$ cat config.mk
export PLATFORM = sky130hd
export DESIGN_NAME = mem_arbiter_rr
export DESIGN_NICKNAME = d
export VERILOG_FILES = /design/src/rtl/mem_arbiter_rr_pkg.sv /design/src/rtl/mem_arbiter_rr_picker.sv /design/src/rtl/mem_arbiter_rr.sv
export SDC_FILE = /design/constraint.sdc
export NUM_CORES = 1
export LEC_CHECK = 0
export CORE_AREA = 2 2 534 536
export CTS_CLUSTER_DIAMETER = 150
export DETAILED_ROUTE_END_ITERATION = 10
export DIE_AREA = 0 0 536 538
export DONT_BUFFER_PORTS = 1
export GPL_ROUTABILITY_DRIVEN = 0
export PLACE_DENSITY = 0.3
export SLEW_MARGIN = 20
export SYNTH_ARGS = -nofsm -noshare
export SYNTH_HDL_FRONTEND = slang
export SYNTH_SLANG_ARGS = --single-unit
$ cat constraint.sdc
create_clock -name clk -period 3.4 [get_ports clk]
set_input_delay 0.51 -clock clk [delete_from_list [all_inputs] [get_ports clk]]
set_output_delay 0.51 -clock clk [all_outputs]
set_load 0.1 [all_outputs]
$ cat src/rtl/mem_arbiter_rr_pkg.sv
// Shared types for the memory-port arbiter: FSM states, transaction op and
// the grant-index width helper.
package arbiter_pkg;

  typedef enum logic [1:0] {
    ST_IDLE    = 2'd0,
    ST_BUSY    = 2'd1,
    ST_RELEASE = 2'd2
  } arb_state_e;

  typedef enum logic {
    OP_RD = 1'b0,
    OP_WR = 1'b1
  } arb_op_e;

  // Grant index width; never narrower than one bit.
  function automatic int ch_w(input int n);
    return (n > 2) ? $clog2(n) : 1;
  endfunction

endpackage

$ cat src/rtl/mem_arbiter_rr_picker.sv
// Combinational rotate-and-priority-encode: the first requester found when
// searching upward from i_ptr+1 (mod N_CH) wins.
module rr_picker
  import arbiter_pkg::*;
#(
  parameter int N_CH = 2,
  parameter int CH_W = ch_w(N_CH)
) (
  input  logic [N_CH-1:0] i_req,
  input  logic [CH_W-1:0] i_ptr,
  output logic            o_valid,
  output logic [CH_W-1:0] o_idx
);

  logic [2*N_CH-1:0] w_dbl;
  logic [N_CH-1:0]   w_rot;
  int                w_base;

  assign w_dbl = {i_req, i_req};

  always_comb begin
    w_base  = (int'(i_ptr) + 1) % N_CH;
    w_rot   = w_dbl[w_base +: N_CH];
    o_valid = |w_rot;
    o_idx   = '0;
    // Descending scan so the lowest rotated position is the final assignment.
    for (int k = N_CH - 1; k >= 0; k--) begin
      if (w_rot[k]) o_idx = CH_W'((w_base + k) % N_CH);
    end
  end

endmodule

$ cat src/rtl/mem_arbiter_rr.sv
// N-client arbiter sharing one memory port (IDLE -> BUSY -> RELEASE).
// Define ARB_RR_EN for round-robin selection; otherwise lowest index wins.
module mem_arbiter_rr
  import arbiter_pkg::*;
#(
  parameter int N_CH   = 2,
  parameter int ADDR_W = 32,
  parameter int DATA_W = 256,
  parameter int CH_W   = ch_w(N_CH)
) (
  input  logic                     clk,
  input  logic                     rst,
  input  logic [N_CH-1:0]          cli_read,
  input  logic [N_CH-1:0]          cli_write,
  input  logic [N_CH*ADDR_W-1:0]   cli_addr,
  input  logic [N_CH*DATA_W-1:0]   cli_wdata,
  output logic [DATA_W-1:0]        cli_rdata,
  output logic [N_CH-1:0]          cli_resp,
  output logic                     mem_read,
  output logic                     mem_write,
  output logic [ADDR_W-1:0]        mem_addr,
  output logic [DATA_W-1:0]        mem_wdata,
  input  logic [DATA_W-1:0]        mem_rdata,
  input  logic                     mem_resp,
  output logic                     grant_valid,
  output logic [CH_W-1:0]          grant_id
);

  arb_state_e      r_state;
  arb_state_e      w_state_nxt;
  arb_op_e         r_op;
  logic [CH_W-1:0] r_grant_id;
  logic [N_CH-1:0] w_req;
  logic            w_pick_vld;
  logic [CH_W-1:0] w_pick_idx;
  logic [CH_W-1:0] w_ptr;
  logic            w_grant;

  assign w_req   = cli_read | cli_write;
  assign w_grant = (r_state == ST_IDLE) && w_pick_vld;

`ifdef ARB_RR_EN
  logic [CH_W-1:0] r_ptr;

  always_ff @(posedge clk) begin
    if (rst)          r_ptr <= CH_W'(N_CH - 1);
    else if (w_grant) r_ptr <= w_pick_idx;
  end

  assign w_ptr = r_ptr;
`else
  // Pointer parked at the top index makes the search start at client 0.
  assign w_ptr = CH_W'(N_CH - 1);
`endif

  rr_picker #(
    .N_CH (N_CH),
    .CH_W (CH_W)
  ) u_picker (
    .i_req   (w_req),
    .i_ptr   (w_ptr),
    .o_valid (w_pick_vld),
    .o_idx   (w_pick_idx)
  );

  always_ff @(posedge clk) begin
    if (rst) begin
      r_state    <= ST_IDLE;
      r_grant_id <= '0;
    end else begin
      r_state <= w_state_nxt;
      if (w_grant) r_grant_id <= w_pick_idx;
    end
  end

  // Write wins when a client raises both strobes.
  always_ff @(posedge clk) begin
    if (w_grant) r_op <= cli_write[w_pick_idx] ? OP_WR : OP_RD;
  end

  always_comb begin
    w_state_nxt = r_state;
    grant_valid = 1'b0;
    mem_read    = 1'b0;
    mem_write   = 1'b0;
    mem_addr    = '0;
    mem_wdata   = '0;
    cli_rdata   = '0;
    cli_resp    = '0;
    case (r_state)
      ST_IDLE: begin
        if (w_pick_vld) w_state_nxt = ST_BUSY;
      end
      ST_BUSY: begin
        grant_valid = 1'b1;
        mem_read    = (r_op == OP_RD);
        mem_write   = (r_op == OP_WR);
        mem_addr    = cli_addr[int'(r_grant_id) * ADDR_W +: ADDR_W];
        mem_wdata   = cli_wdata[int'(r_grant_id) * DATA_W +: DATA_W];
        if (mem_resp) begin
          cli_resp[r_grant_id] = 1'b1;
          cli_rdata            = mem_rdata;
          w_state_nxt          = ST_RELEASE;
        end
      end
      ST_RELEASE: begin
        w_state_nxt = ST_IDLE;
      end
      default: begin
        w_state_nxt = ST_IDLE;
      end
    endcase
  end

  assign grant_id = r_grant_id;

endmodule

==> flow_summary.yaml <==
# physical design summary
sta:
  finalClockPeriodUsage: 0.836
  grt_setup_unrepaired: "false"
  final-hold-violation-count: 0
  min_period_ns: 2.84
  worst_pin_slew_ns: 1.02
  timing.final.ws_setup_ns: 0.559
layout:
  drive_gt1_frac: 0.606
  finalInstanceArea_mm2: 0.0179
  final_core_util: 0.0630
drt:
  drc: 0
  wl_met3_um: 46500
  highest_layer: "met5"
  wl_met2_um: 102000
  drtAntennaViolNets: 0
  viasPerCell: 2.12
  wl_per_cell_um: 42.3
  vias: 11400
global_route:
  antenna_found_initial: 360
  grt_pass1_wl_um: 249000
  grt_pass1_vias: 10500
clocking:
  cts_hold_buffers: 0
  cts.sinks: 4
  cts_resized: 0
  cts_tree: "built"
  ctsHtreeMaxLevel: 1
  cts.reportedPaths.clkPinSlew_ns: 0.03
  cts_setup_buffers: 0
  numCtsBuffers: 3
place:
  dp_hpwl_um: 217000
  portBuffers: 0
worst_setup_path:
  endpoint_kind: "primary output"
  arrival_ns: 2.33
  path_buffers: 3
  start_kind: "register"
  cp_slowest_cell: "dfxtp_1"
synth:
  yosys_warnings: 0
  ys_ff: 4
  yosysUniqueCellTypes: 23
  synth_area_mm2: 0.00653
  synth_cells: 977
status:
  status: "completed"
hold_path:
  hold_class: "in -> reg"
flow_run:
  max-cap-violations: 0
  warnings: 36
power_and_ir_drop:
  total_power_mw: 8.14
synth_stat cells:
cell / number / share of area
clkbuf_4: 1 / 0.0011
nand2b_4: 1 / 0.0021
buf_6: 24 / 0.041
and3_1: 257 / 0.25
edfxtp_1: 1 / 0.0046
dfxtp_1: 3 / 0.0092
a21oi_1: 1 / 0.00077
nor3_1: 3 / 0.0023
a21o_1: 1 / 0.0011
nor2_1: 292 / 0.17
o21a_1: 1 / 0.0011
or3_1: 1 / 0.00096
buf_2: 28 / 0.021
and2_1: 1 / 0.00096
o32ai_1: 1 / 0.0013
mux2i_1: 288 / 0.44
nand2_1: 1 / 0.00057
or2_2: 1 / 0.00096
clkbuf_2: 9 / 0.0069
buf_4: 21 / 0.024
inv_4: 1 / 0.00096
clkbuf_1: 39 / 0.022
inv_1: 1 / 0.00057
layer usage:
layer,track usage,vias up
met5,0,-
met1,0.132,4890
met3,0.148,486
li1,-,4503
met2,0.244,1277
met4,0.0256,216
report_power, final:
group | switching, mW | total (mW) | internal, mW | leakage [nW]
logic | 6.38 | 7.88 | 1.49 | 6.18
registers | 0.0173 | 0.0725 | 0.0553 | 0.0350
clock network | 0.0394 | 0.195 | 0.155 | 0.0394
cell type report:
class                      instances  area, um^2
fill                           33400      265000
multi-input combinational        849        6970
timing repair buffer             559        5510
tap                             3762        4710
antenna                          191         478
sequential                         4        93.8
clock buffer                       4        78.8
inverter                           2        20.0
flip-flops by register name (all words and copies together), names as in the netlist:
name / flops
r_op: 1
r_state: 2
grant_id: 1
layout by cell type (no fill, tap or decap), types with 2 or more instances in the layout:
cell and instances:
clkbuf_16 3, mux2i_1 288, nor2_1 2, and3_1 254, dfxtp_1 2, nor3_1 3, and3_2 3, nor2_2 176
diode_2 191, nor2_4 114, buf_4 454, buf_12 105
worst paths after layout:
path / start / to / cells past startpoint
hold / removal: rst / grant_id$_SDFFE_PP0P_ / 1
setup reg to reg: r_state[1]$_SDFFE_PP0P_ / r_state[0]$_SDFFE_PP0P_ / 3
setup / recovery: r_state[0]$_SDFFE_PP0P_ / cli_rdata[155] / 5
hold reg to reg: r_state[1]$_SDFFE_PP0P_ / r_op$_DFFE_PP_ / 1
logic make-up (layout without fill, tap and decap cells):
family                 after synthesis  after routing  share of synthesized area
AND-OR/OR-AND                        4              4                    0.00440
buffers and inverters              124            565                      0.119
flip-flops                           4              4                     0.0138
multiplexers                       288            288                      0.441
other                                0            191                          0
AND/OR/NAND/NOR                    557            557                      0.422
### Zoomed window

Window x 248 to 288, y 249 to 289 um. Cells in gray, sequential cells in the stronger gray; small squares are vias.
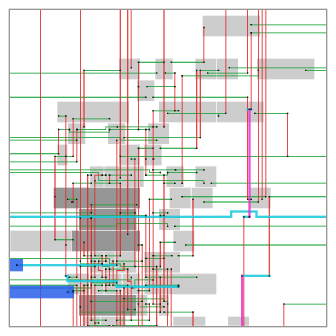
[blue] metal 5
[green] metal 1
[cyan] metal 3
[red] metal 2
[magenta] metal 4
netlist names of flops here include: r_state (2)
sequential cells in the window: 4
most frequent: and3_1 (9), buf_4 (9)
cells with their middle in the window: 42

### Routed clock nets over the placement

Scale bar: 200 um.
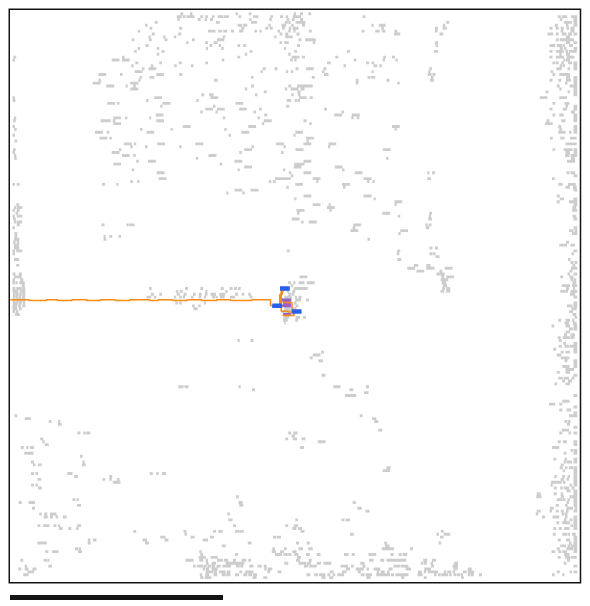
[purple] flip-flops | count: 4
[blue] clock drivers | count: 3
[orange] clock wires | length: 366 um
flops lie: center
routed clock nets: 4

### Met3 routing

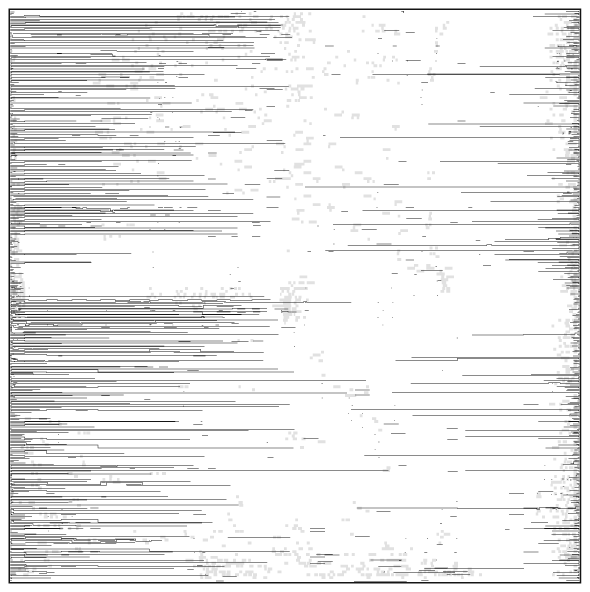
longest straight run: 355 um
share of all routed wire: 20%
wire length on this layer: 46.5 mm
nets with wire on the layer: 880

Power is estimated from default activity; no workload was simulated.
